### Cell classes on the final placement

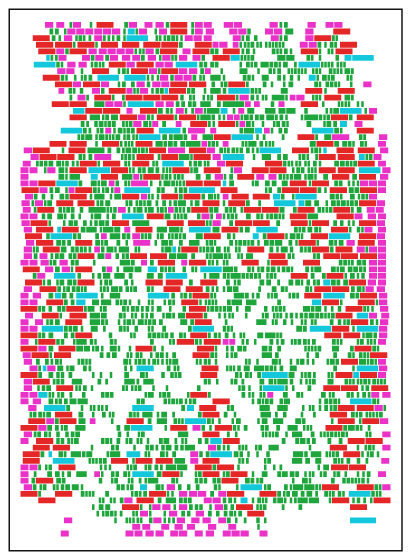
### Routed metal per tile

The bar under the picture is 50 um long. 16 x 22 tiles, from dark blue (low) to red (high), scaled to the fullest tile. Values are wire area over tile area, all layers added.
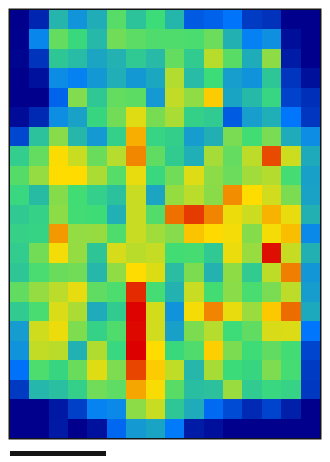
<file path="config.mk">
export PLATFORM = sky130hd
export DESIGN_NAME = mandel_dispatcher
export DESIGN_NICKNAME = d
export VERILOG_FILES = /design/src/rtl/mandel_dispatcher.sv
export SDC_FILE = /design/constraint.sdc
export NUM_CORES = 1
export LEC_CHECK = 0
export ABC_AREA = 1
export ABC_CLOCK_PERIOD_IN_PS = 3000
export CORE_ASPECT_RATIO = 1.4
export CORE_MARGIN = 4
export CORE_UTILIZATION = 49
export CTS_CLUSTER_DIAMETER = 30
export DETAILED_ROUTE_END_ITERATION = 8
export GPL_TIMING_DRIVEN = 1
export PLACE_DENSITY = 0.83
export SLEW_MARGIN = 30
export SYNTH_ARGS = -nofsm -noshare
export SYNTH_HDL_FRONTEND = slang
export SYNTH_SLANG_ARGS = --single-unit
</file>
<file path="constraint.sdc">
create_clock -name Engine_CLK -period 3 [get_ports Engine_CLK]
set_input_delay 0.3 -clock Engine_CLK [delete_from_list [all_inputs] [get_ports Engine_CLK]]
set_output_delay 0.3 -clock Engine_CLK [all_outputs]
set_load 0.01 [all_outputs]
</file>
<file path="src/rtl/mandel_dispatcher.sv">
// Frame scheduler for the Mandelbrot engine array: walks the raster, dispatches
// pixel coordinates to idle engines and forwards collected results downstream.
module mandel_dispatcher #(
  parameter int unsigned NUM_ENGINES = 8,
  parameter int unsigned X_PIXELS    = 640,
  parameter int unsigned Y_PIXELS    = 480
) (
  input  logic                   Engine_CLK,
  input  logic                   eRST,
  input  logic                   start,
  input  logic [31:0]            re_start,
  input  logic [31:0]            im_start,
  input  logic [31:0]            step,
  input  logic [NUM_ENGINES-1:0] available,
  input  logic [NUM_ENGINES-1:0] service_req,
  input  logic [26:0]            result_bus,
  output logic [2:0]             engine_addr,
  output logic [82:0]            in_word,
  output logic                   latch_en,
  output logic [NUM_ENGINES-1:0] req_ack,
  output logic                   pix_valid,
  input  logic                   pix_ready,
  output logic [9:0]             pix_x,
  output logic [8:0]             pix_y,
  output logic [7:0]             pix_itr,
  output logic                   busy,
  output logic                   done
);

  typedef enum logic [2:0] {IDLE, SCAN, DISP, ACK, REL, DONE} state_t;
  state_t state, state_nx;

  logic [9:0]  x;
  logic [8:0]  y;
  logic [31:0] cur_re, cur_im, re0, step_r;
  logic        last_sent;
  logic [3:0]  outstanding;
  logic [2:0]  rr_ptr;
  logic [7:0]  launched;

  logic [7:0]  req8, free8, grant;
  logic [3:0]  idx;
  logic [2:0]  grant_idx, disp_idx;
  logic        grant_any, free_any;
  logic        do_collect, do_dispatch, frame_fin;

  // Engine vectors are padded to 8 bits so the 3-bit engine index is always in range.
  assign req8  = 8'(service_req);
  assign free8 = 8'(available) & ~launched;

  always_comb begin
    idx       = '0;
    grant_idx = '0;
    grant_any = 1'b0;
    for (int unsigned i = 0; i < NUM_ENGINES; i++) begin
      idx = 4'(rr_ptr) + 4'(i);
      if (idx >= 4'(NUM_ENGINES)) idx = idx - 4'(NUM_ENGINES);
      if (!grant_any && req8[idx[2:0]]) begin
        grant_any = 1'b1;
        grant_idx = idx[2:0];
      end
    end
    grant = grant_any ? (8'b1 << grant_idx) : '0;

    disp_idx = '0;
    free_any = 1'b0;
    for (int unsigned i = NUM_ENGINES; i > 0; i--) begin
      if (free8[3'(i - 1)]) begin
        free_any = 1'b1;
        disp_idx = 3'(i - 1);
      end
    end
  end

  assign frame_fin   = last_sent && (outstanding == '0);
  assign do_collect  = grant_any && (!pix_valid || pix_ready);
  assign do_dispatch = !last_sent && free_any;

  always_ff @(posedge Engine_CLK) begin
    if (eRST) state <= IDLE;
    else      state <= state_nx;
  end

  always_comb begin
    state_nx = IDLE;
    case (state)
      IDLE:    state_nx = start ? SCAN : IDLE;
      DONE:    state_nx = start ? SCAN : DONE;
      SCAN: begin
        if (frame_fin)        state_nx = DONE;
        else if (do_collect)  state_nx = ACK;
        else if (do_dispatch) state_nx = DISP;
        else                  state_nx = SCAN;
      end
      DISP:    state_nx = SCAN;
      ACK:     state_nx = REL;
      REL:     state_nx = SCAN;
      default: state_nx = IDLE;
    endcase
  end

  always_ff @(posedge Engine_CLK) begin
    if (eRST) begin
      x           <= '0;
      y           <= '0;
      cur_re      <= '0;
      cur_im      <= '0;
      re0         <= '0;
      step_r      <= '0;
      last_sent   <= 1'b0;
      outstanding <= '0;
      rr_ptr      <= '0;
      launched    <= '0;
      engine_addr <= '0;
      in_word     <= '0;
      latch_en    <= 1'b0;
      req_ack     <= '0;
      pix_valid   <= 1'b0;
      pix_x       <= '0;
      pix_y       <= '0;
      pix_itr     <= '0;
      busy        <= 1'b0;
      done        <= 1'b0;
    end else begin
      // A launched bit survives until the engine is seen dropping available.
      launched <= (launched & 8'(available)) |
                  ((state == DISP) ? (8'b1 << engine_addr) : '0);
      if (pix_valid && pix_ready) pix_valid <= 1'b0;

      case (state)
        IDLE, DONE: begin
          if (start) begin
            re0         <= re_start;
            step_r      <= step;
            cur_re      <= re_start;
            cur_im      <= im_start;
            x           <= '0;
            y           <= '0;
            last_sent   <= 1'b0;
            outstanding <= '0;
            busy        <= 1'b1;
            done        <= 1'b0;
          end
        end
        SCAN: begin
          if (frame_fin) begin
            busy <= 1'b0;
            done <= 1'b1;
          end else if (do_collect) begin
            req_ack <= grant[NUM_ENGINES-1:0];
            rr_ptr  <= (grant_idx == 3'(NUM_ENGINES - 1)) ? '0 : grant_idx + 3'd1;
          end else if (do_dispatch) begin
            engine_addr <= disp_idx;
            in_word     <= {x, y, cur_re, cur_im};
            latch_en    <= 1'b1;
          end
        end
        DISP: begin
          latch_en    <= 1'b0;
          outstanding <= outstanding + 4'd1;
          if (x == 10'(X_PIXELS - 1)) begin
            x      <= '0;
            cur_re <= re0;
            y      <= y + 9'd1;
            cur_im <= cur_im - step_r;
            if (y == 9'(Y_PIXELS - 1)) last_sent <= 1'b1;
          end else begin
            x      <= x + 10'd1;
            cur_re <= cur_re + step_r;
          end
        end
        ACK: begin
          req_ack     <= '0;
          pix_x       <= result_bus[26:17];
          pix_y       <= result_bus[16:8];
          pix_itr     <= result_bus[7:0];
          pix_valid   <= 1'b1;
          outstanding <= outstanding - 4'd1;
        end
        default: ;
      endcase
    end
  end

endmodule

</file>
==> flow_metrics.env <==
# yosys + openroad results
export IMPL_cts_hold_buffers_added=0
export IMPL_synth_cellmix_adderShare=0.0613
export IMPL_logic_gates=1770
export IMPL_layout_clock_buffers=52
export IMPL_ys_top_cells_by_area="dfxtp_1, nand2_1, a21oi_1, o21ai_0, ha_1"
export IMPL_first_iter_violations=1518
export IMPL_maxSlewHeadroom=0.397
export IMPL_regToRegStartpoint="rr_ptr[0]$_SDFFE_PP0P_"
export IMPL_clock_insertion_delay_worst_skew_ns=0.58
export IMPL_nFlopsAndLatches=291
export IMPL_critPathArrivalTime_ns=3.30
export IMPL_drt_pass1_iterations=6
export IMPL_synth_simple_area_share=0.278
export IMPL_synth_dominant_cell_count="nand2_1"
export IMPL_yosys_stat_seqShare=0.362
export IMPL_placed_cells_incl_taps=3011
export IMPL_nWellTaps=440
export IMPL_layout_drive_gt1_share=0.0710
export IMPL_flop_cell="dfxtp_1"
export IMPL_pwr_share_comb=0.303
export IMPL_first_global_vias=16900
export IMPL_highest_layer="met5"
export IMPL_clock_sinks=291
export IMPL_worstSetupEndpointType="flip-flop"
export IMPL_logic_share_of_the_area=0.432
export IMPL_grt_antenna_before_repair=1
export IMPL_p_clk_mw=5.68
export IMPL_yosys_warnings=0
export IMPL_worstSetupStartpointType="flip-flop"
export IMPL_die_height_um=222
export IMPL_drt_antenna_violating_nets=0
export IMPL_synth_area_leader_cell="dfxtp_1"
export IMPL_report_final_slew_viol_count=0
export IMPL_port_buffers=267
export IMPL_top_cells_by_count="nand2_1, a21oi_1, dfxtp_1"
export IMPL_grt_first_pass_wirelength_mm=90.2
export IMPL_clock_tree_area_fraction=0.0807
export IMPL_final_cell_mix="nand2_1, a21oi_1, dfxtp_1, clkdlybuf4s50_1, o21ai_0"
export IMPL_worst_hold_path_type="input port to flip-flop"
export IMPL_critical_path_startpoint="rr_ptr[0]$_SDFFE_PP0P_"
export IMPL_synth_stat_cells=2376
export IMPL_worst_slew_pin_transition_ns=0.904
export IMPL_r2r_end="rr_ptr[2]$_SDFFE_PP0P_"
export IMPL_power_frac_clock=0.392
export IMPL_report_final_setup_viol=0
export IMPL_worstRegToRegCells=17
export IMPL_syn2layout_area_growth_pct=30.5
export IMPL_io_pins=268
export IMPL_grt_overflow_total=0
export IMPL_max_clock_freq_ghz=0.349
export IMPL_routed_wl_met2_mm=28.8
export IMPL_warning_count=31
export IMPL_syn_num_nets=2596
export IMPL_cell_with_the_largest_stage_delay_on_the_worst_path="dfxtp_1"
export IMPL_finish_cell_count_without_fillers=3101
export IMPL_yosysChipArea_um2=16100
export IMPL_power_per_cell_area_nw_per_um2=691
export IMPL_post_synth_inst_count=2376
export IMPL_final_comb_area_um2=9070
export IMPL_comb_power_mw=4.39
export IMPL_tritoncts="done"
export IMPL_post_synth_cell_area_avg_um2=6.77
export IMPL_grt_busiest_layer="met2"
export IMPL_chip_area_um2=35800
export IMPL_area_share_nonclk_buffers=0.149
export IMPL_tot_pwr_mw=14.5
export IMPL_ctsResizeCount=1
export IMPL_cts_root_buffer_cell="clkbuf_16"
export IMPL_synthXorXnorAreaFrac=0.0142
export IMPL_cp_top_family="simple AND/OR/NAND/NOR gates"
export IMPL_final_net_count=2843
export IMPL_post_drt_via_cell_ratio=5.62
export IMPL_worst_path_stages=17
export IMPL_post_synth_tally_of_flip_flops_with_integrated_enable=0
export IMPL_final_common_cell="nand2_1"
export IMPL_sequentialPower_mw=4.43
export IMPL_detail_route_drc_violations=0
export IMPL_cts_setup_buffers=0
export IMPL_hpwlAfterDp_mm=43.6
export IMPL_cts_root_to_sink_buffers=3
export IMPL_place_ws_ns=-0.0294
export IMPL_critical_path_max_stage_delay_ns=0.33
export IMPL_power_report_internal_total_mw=9.26
export IMPL_run_status="complete, no violations"
export IMPL_netSwitchingFraction=0.361
export IMPL_n_fill_cell=2837
export IMPL_hold_start="eRST"
export IMPL_layout_non_clock_inverters=195
export IMPL_timing_final_crit_share=0.956
export IMPL_postSynth_asyncResetShare=0
export IMPL_synthTopLogicFamily="simple AND/OR/NAND/NOR gates"
export IMPL_finalSetupTns_ns=0
export IMPL_largest_reg_flops=83
export IMPL_start_to_end_type_of_the_worst_setup_path="flip-flop to flip-flop"
export IMPL_cts_reportedPaths_clkPinSlew_ns=0.05
Back to the opening pictures, 'Cell classes on the final placement':
class	color	cells
other buffers and delay cells	magenta	316
flip-flops	red	291
clock drivers and dummy loads	cyan	89
all other logic	green	1965
Final Instance Area: 21000 um2
Placeable Area: 32400 um2
share of the final layout cell area in sequential cells: 0.278
post-layout utilization of the core: 0.648

Back to the opening pictures, 'Routed metal per tile':
nearly empty tiles	6.0%
fullest tile	0.58
tiles over half the peak	50%
mean over tiles	0.27
GRT Total Usage: 0.312
DR vias: 17.4k
final routed wire length divided by cell count: 18.8 um
WL final: 58.4 mm

